<file path="src/rtl/label_stream_if.sv">
// ---------------------------------------------------------------------------
// label_stream_if : score-in / label-out handshake bundle.  Rev 1.0
// ---------------------------------------------------------------------------
`default_nettype none

interface label_stream_if #(
    parameter int N                = 8,
    parameter int CLOG2_NUM_LABELS = 4
) ();
    logic                        score_valid;
    logic                        score_ready;
    logic [N-1:0]                score;
    logic                        label_valid;
    logic                        label_ready;
    logic [CLOG2_NUM_LABELS-1:0] label;
    logic [N-1:0]                label_score;

    modport master (
        output score_valid, score, label_ready,
        input  score_ready, label_valid, label, label_score
    );

    modport slave (
        input  score_valid, score, label_ready,
        output score_ready, label_valid, label, label_score
    );
endinterface

`default_nettype wire

</file>
<file path="src/rtl/label_stream_ctrl.sv">
// ---------------------------------------------------------------------------
// label_stream_ctrl : streaming argmax over NUM_LABELS scores per sample.
// Optional accuracy counters under LABEL_STREAM_STATS_EN.  Rev 1.0
// ---------------------------------------------------------------------------
`default_nettype none

module label_stream_ctrl #(
    parameter int N                = 8,
    parameter int NUM_LABELS       = 10,
    parameter int CLOG2_NUM_LABELS = 4
) (
    input  wire logic             clk,
    input  wire logic             rst_n,
    input  wire logic             flush,
    label_stream_if.slave         lbl_if,
    output logic                  busy
`ifdef LABEL_STREAM_STATS_EN
    ,
    input  wire logic [CLOG2_NUM_LABELS-1:0] exp_label,
    input  wire logic                        stats_clr,
    output logic [15:0]                      sample_cnt,
    output logic [15:0]                      correct_cnt
`endif
);

    localparam logic [CLOG2_NUM_LABELS-1:0] LAST_IDX = CLOG2_NUM_LABELS'(NUM_LABELS - 1);
    localparam logic [CLOG2_NUM_LABELS-1:0] IDX_ONE  = CLOG2_NUM_LABELS'(1);

    typedef enum logic [1:0] {
        IDLE    = 2'd0,
        COLLECT = 2'd1,
        HOLD    = 2'd2
    } state_t;

    state_t                      state;
    state_t                      state_next;
    logic [CLOG2_NUM_LABELS-1:0] idx;
    logic [N-1:0]                best_score;
    logic [CLOG2_NUM_LABELS-1:0] best_idx;
    logic [CLOG2_NUM_LABELS-1:0] label_q;
    logic [N-1:0]                label_score_q;

    logic                        ready;
    logic                        accept;
    logic                        handshake;
    logic                        better;
    logic [N-1:0]                cand_score;
    logic [CLOG2_NUM_LABELS-1:0] cand_idx;

    assign ready      = (state != HOLD);
    assign accept     = lbl_if.score_valid && ready && !flush;
    assign handshake  = (state == HOLD) && lbl_if.label_ready && !flush;
    // Index 0 always seeds the running best; later scores must strictly win
    // so ties resolve to the lowest index.
    assign better     = (idx == '0) || (lbl_if.score > best_score);
    assign cand_score = better ? lbl_if.score : best_score;
    assign cand_idx   = better ? idx : best_idx;

    assign lbl_if.score_ready = ready;
    assign lbl_if.label_valid = (state == HOLD);
    assign lbl_if.label       = label_q;
    assign lbl_if.label_score = label_score_q;
    assign busy               = (state != IDLE);

    always_ff @(posedge clk or negedge rst_n) begin
        if (!rst_n) begin
            state <= IDLE;
        end else begin
            state <= state_next;
        end
    end

    always_comb begin
        state_next = state;
        if (flush) begin
            state_next = IDLE;
        end else begin
            case (state)
                IDLE:    if (accept) state_next = COLLECT;
                COLLECT: if (accept && (idx == LAST_IDX)) state_next = HOLD;
                HOLD:    if (lbl_if.label_ready) state_next = IDLE;
                default: state_next = IDLE;
            endcase
        end
    end

    always_ff @(posedge clk or negedge rst_n) begin
        if (!rst_n) begin
            idx           <= '0;
            best_score    <= '0;
            best_idx      <= '0;
            label_q       <= '0;
            label_score_q <= '0;
        end else if (flush) begin
            idx <= '0;
        end else if (accept) begin
            best_score <= cand_score;
            best_idx   <= cand_idx;
            if (idx == LAST_IDX) begin
                idx           <= '0;
                label_q       <= cand_idx;
                label_score_q <= cand_score;
            end else begin
                idx <= idx + IDX_ONE;
            end
        end
    end

`ifdef LABEL_STREAM_STATS_EN
    logic [CLOG2_NUM_LABELS-1:0] exp_q;

    always_ff @(posedge clk or negedge rst_n) begin
        if (!rst_n) begin
            exp_q       <= '0;
            sample_cnt  <= '0;
            correct_cnt <= '0;
        end else begin
            if (accept && (idx == '0)) begin
                exp_q <= exp_label;
            end
            if (stats_clr) begin
                sample_cnt  <= '0;
                correct_cnt <= '0;
            end else if (handshake) begin
                if (sample_cnt != 16'hFFFF) sample_cnt <= sample_cnt + 16'd1;
                if ((label_q == exp_q) && (correct_cnt != 16'hFFFF))
                    correct_cnt <= correct_cnt + 16'd1;
            end
        end
    end
`else
    logic unused_handshake;
    assign unused_handshake = handshake;
`endif

endmodule

`default_nettype wire
</file>
<file path="src/flat_wrapper.sv">
// flat-port wrapper written by rule: the top's interface ports become plain ports
module label_stream_ctrl_flat 
#(
    parameter int N                = 8,
    parameter int NUM_LABELS       = 10,
    parameter int CLOG2_NUM_LABELS = 4
)
  (clk, rst_n, flush, busy, lbl_if_score_valid, lbl_if_score, lbl_if_label_ready, lbl_if_score_ready, lbl_if_label_valid, lbl_if_label, lbl_if_label_score);
  label_stream_if #(.N(N), .CLOG2_NUM_LABELS(CLOG2_NUM_LABELS)) lbl_if_i ();
  input  wire logic clk;
  input  wire logic rst_n;
  input  wire logic flush;
  output logic busy;
  input wire logic [$bits(lbl_if_i.score_valid)-1:0] lbl_if_score_valid;
  input wire logic [$bits(lbl_if_i.score)-1:0] lbl_if_score;
  input wire logic [$bits(lbl_if_i.label_ready)-1:0] lbl_if_label_ready;
  output wire logic [$bits(lbl_if_i.score_ready)-1:0] lbl_if_score_ready;
  output wire logic [$bits(lbl_if_i.label_valid)-1:0] lbl_if_label_valid;
  output wire logic [$bits(lbl_if_i.label)-1:0] lbl_if_label;
  output wire logic [$bits(lbl_if_i.label_score)-1:0] lbl_if_label_score;
  assign lbl_if_i.score_valid = lbl_if_score_valid;
  assign lbl_if_i.score = lbl_if_score;
  assign lbl_if_i.label_ready = lbl_if_label_ready;
  assign lbl_if_score_ready = lbl_if_i.score_ready;
  assign lbl_if_label_valid = lbl_if_i.label_valid;
  assign lbl_if_label = lbl_if_i.label;
  assign lbl_if_label_score = lbl_if_i.label_score;
  label_stream_ctrl #(.N(N), .NUM_LABELS(NUM_LABELS), .CLOG2_NUM_LABELS(CLOG2_NUM_LABELS)) u_core (.clk(clk), .rst_n(rst_n), .flush(flush), .lbl_if(lbl_if_i), .busy(busy));
endmodule
</file>
<file path="config.mk">
export PLATFORM = sky130hd
export DESIGN_NAME = label_stream_ctrl_flat
export DESIGN_NICKNAME = d
export VERILOG_FILES = /design/src/rtl/label_stream_if.sv /design/src/rtl/label_stream_ctrl.sv /design/src/flat_wrapper.sv
export SDC_FILE = /design/constraint.sdc
export NUM_CORES = 1
export LEC_CHECK = 0
export CELL_PAD_IN_SITES_DETAIL_PLACEMENT = 0
export CELL_PAD_IN_SITES_GLOBAL_PLACEMENT = 1
export CORE_UTILIZATION = 44
export CTS_CLUSTER_DIAMETER = 60
export DETAILED_ROUTE_END_ITERATION = 10
export PLACE_DENSITY = 0.95
export SYNTH_ARGS = -nofsm -noshare
export SYNTH_HDL_FRONTEND = slang
export SYNTH_SLANG_ARGS = --single-unit
</file>
<file path="constraint.sdc">
create_clock -name clk -period 4.1 [get_ports clk]
set_input_delay 0.82 -clock clk [delete_from_list [all_inputs] [get_ports clk]]
set_output_delay 0.82 -clock clk [all_outputs]
set_load 0.05 [all_outputs]
</file>
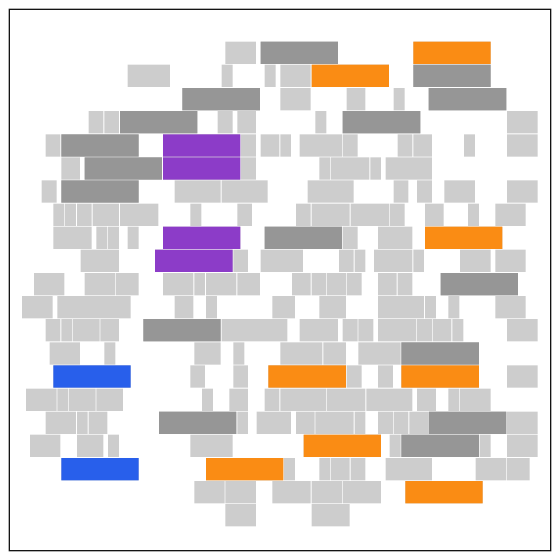
*Where the registers sit*
Other sequential cells in the stronger grey, the rest of the logic in the fainter grey.
Key: orange = `u_core.best_score` [placed flops 8]; blue = `u_core.state` [placed flops 2]; purple = `u_core.best_idx` [placed flops 4]
Final Util: 59.56%
sequential share of cell area: 36.34%
FF+latch area: 750.7 sq um
Seq group: 0.000354 W

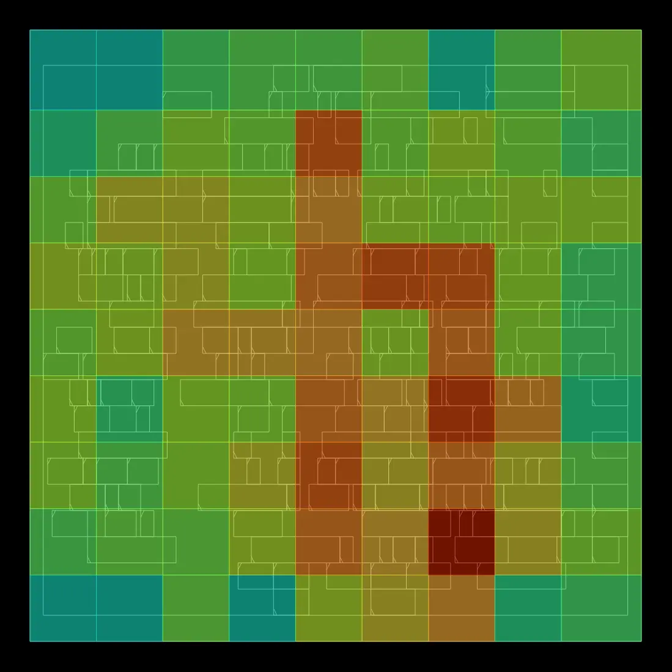
*Congestion heat map*
WL/cell: 14.91 um
met1 Usage GRT: 24.11%
GR Layer Usage met2: 33.78%

==> reports/results.tsv <==
stage	metric	value	unit
min_path	min_path_type	flip-flop to flip-flop	
global_routing	track_usage	20.13	%
clock_tree	clock_path_buffers	2	
place	port-buffer-count	27	
final_timing	setup_viol	0	
clock_tree	clock_latency	0.28	ns
global_routing	grt_pass1_wl	6196	um
finish	drive_gt1_share	15.71	%
die	fp.dieW	63.52	um
synthesis	yosys.area.top_type	dfrtp_1	
clock_tree	postCtsSetupBuffers	0	
synthesis	yosys_warnings	0	
synthesis	area_leaders	dfrtp_1 (45%), ha_1 (8.3%), mux2_4 (7.2%), o21ai_0 (4.8%), a31oi_1 (3.8%)	
final_timing	max_freq	315.4	MHz
synthesis	ys_async_sr_fraction	100.0	%
synthesis	synth_area	1665	sq um
final_timing	tightest_slew	0.7853	ns
clock_tree	cts_made_buffers	5	
critical_path	crit_path_end_kind	flip-flop	
drt	vias	1304	
critical_path	cp-endpoint	u_core.best_score[1]$_DFFE_PN0P_	
finish	n_fill_cell	304	
critical_path	startpoint_type	input pin	
clock_tree	clock-sinks	30	
die	num_io_pins	28	
final_timing	fin_setup_tns	0	ns
drt	drt_iter0_drc	43	
synthesis	syn-mean-instance-area	10.41	sq um
clock_tree	htreeDepth	2	
drt	wl	3533	um
power	power	0.0008562	W
final_timing	slew_headroom	47.54	%
die	fp-utilization	48.02	%
final_timing	slew_viol_final	0	
synthesis	synth_seq_share	45.08	%
final_timing	rsz0062_at_grt	no	
power	switching_share	32.78	%
power	p_int	0.0005755	W
synthesis	syn_inst	160	
critical_path	worstReg2RegStart	u_core.best_score[3]$_DFFE_PN0P_	
clock_tree	ctsResizeCount	0	
synthesis	edf_count	0	
drt	viasPerCell	5.502	
outcome	status	complete, no violations	
flow_run	warning_count	28	
synthesis	ys.flops	30	
final_timing	period_used_share	77.32	%
final_timing	period_minus_slack	3.170	ns
global_routing	grt_overflow_total	0	
die	die_height	63.52	um
critical_path	cp.required	4.26	ns
critical_path	ff2ff_setup_slack	1.56	ns
finish	area_delta_synth_final	24.04	%
synthesis	ys_cells	160	
place	place_congestion	0.8119	
power	pwr-share-seq	41.4	%
drt	antenna_left	0	
synthesis	synth_nets	184	
final_timing	finClkSkew	0.004565	ns
synthesis	synth_top_flop_cell	dfrtp_1	
flow_run	drv_cap	0	
global_routing	first_global_vias	1340	
finish	diodes	0	
clock_tree	clkTransAtPathRegs	0.06	ns
global_routing	antenna_found_initial	0	
min_path	hp-start	u_core.state[1]$_DFFE_PN0P_	
synthesis	common_cells	dfrtp_1 (30), o21ai_0 (16), nor2_1 (15)	
place	post-dp-hpwl	2547	um
critical_path	worst_ep_arrival_time	3.33	ns
final_timing	hold_viol_final	0	
drt	drc	0	
critical_path	critPathLaunch	lbl_if_score[3]	
clock_tree	root_buffer	clkbuf_8	
synthesis	top_cell	dfrtp_1	
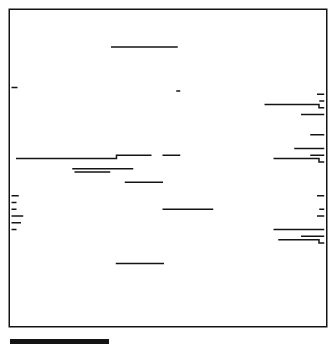
*Metal 3*
Bar = 20 um.
The longest straight run is 20.0 um. The layer carries 164 um of wire. The wires run mostly horizontal. 25 nets have wire on it.

==> stage by stage <==
stage / instances / utilization [%] / worst slack, ns / instance area, sq um
detailed placement: 229 / 56.93 / 0.6505 / 1974
CTS: 237 / 59.56 / 0.9389 / 2066
floorplan: 160 / - / 1.683 / 1665
global placement: 229 / 56.93 / 0.6971 / 1974
finish: 237 / 59.56 / 0.9297 / 2066
global route: 237 / 59.56 / 0.8089 / 2066
==> worst min path at each step <==
stage,to,cells past startpoint
floorplan,u_core.state[0]$_DFFE_PN0P_,1
global placement,u_core.state[0]$_DFFE_PN0P_,1
detailed placement,u_core.state[0]$_DFFE_PN0P_,1
CTS,u_core.state[0]$_DFFE_PN0P_,1
global route,u_core.best_idx[2]$_DFFE_PN0P_,1
finish,u_core.state[0]$_DFFE_PN0P_,1
==> power groups by stage <==
stage | clock (W) | combinational (W) | sequential (W)
after detailed placement | 0 | 0.000258 | 0.000359
after CTS | 0.000250 | 0.000261 | 0.000354
after global placement | 0 | 0.000249 | 0.000358
final | 0.000243 | 0.000259 | 0.000354
after floorplan | 0 | 0.000167 | 0.000374
after global routing | 0.000261 | 0.000287 | 0.000359
==> state kept, by name, summed over array words and instances, names as in the netlist <==
register and flops:
u_core.best_score 8, u_core.lbl_if.label_score 8, u_core.best_idx 4, u_core.idx 4, u_core.lbl_if.label 4, u_core.state 2
==> per-layer routing <==
layer | wire [um] | vias to the layer above | track usage (%)
met3 | 164 | 8 | 5.254
met2 | 1766 | 35 | 33.78
met4 | 57 | 0 | 8.523
li1 | - | 636 | -
met5 | 0 | - | 0
met1 | 1545 | 625 | 24.11
==> cell usage in the layout (no fill, tap or decap), drive strengths merged <==
cell and count:
xor2 1, a211o 1, a2111oi 1, nor2b 2, buf 3, a31oi 10, nand3 11, dfrtp 30
a211oi 2, nor2 17, o31ai 1, clkbuf 7, nand4b 1, or2b 1, o211ai 1, nand2 8
nand2b 1, and2 1, or2 1, a21oi 5, ha 11, inv 12, clkdlybuf4s50 27, mux2 10
nor4b 1, a32o 3, nand3b 1, o21ai 16, o22a 1, clkinv 1, o32ai 1, nand4 2
==> kinds of logic (layout without fill, tap and decap cells) <==
group	Yosys count	after routing	share of synthesized area (%)
compound gates	42	42	17.21
xor+xnor	1	1	0.5260
buf+inv	19	50	5.184
mux	10	10	8.565
fa+ha+maj	11	11	8.264
simple gates	47	47	15.18
flops	30	30	45.08
==> area by class of cell <==
type | instances | area [sq um] | area share [%]
clock buffer | 7 | 86.33 | 4.179
clock inverter | 1 | 5.005 | 0.2423
inverter | 12 | 45.04 | 2.180
multi-input combinational | 111 | 828.3 | 40.10
sequential | 30 | 750.7 | 36.34
tap | 46 | 57.56 | 2.786
timing repair buffer | 30 | 292.8 | 14.17
==> critical path, cell delays in order <==
cell and delay (ns):
clkdlybuf4s50_1 0.47, ha_1 0.37, a21oi_1 0.27, a211oi_2 0.23, o31ai_4 0.75, mux2_2 0.41
Power figures rest on the tool's default switching activity, not on a simulated workload.
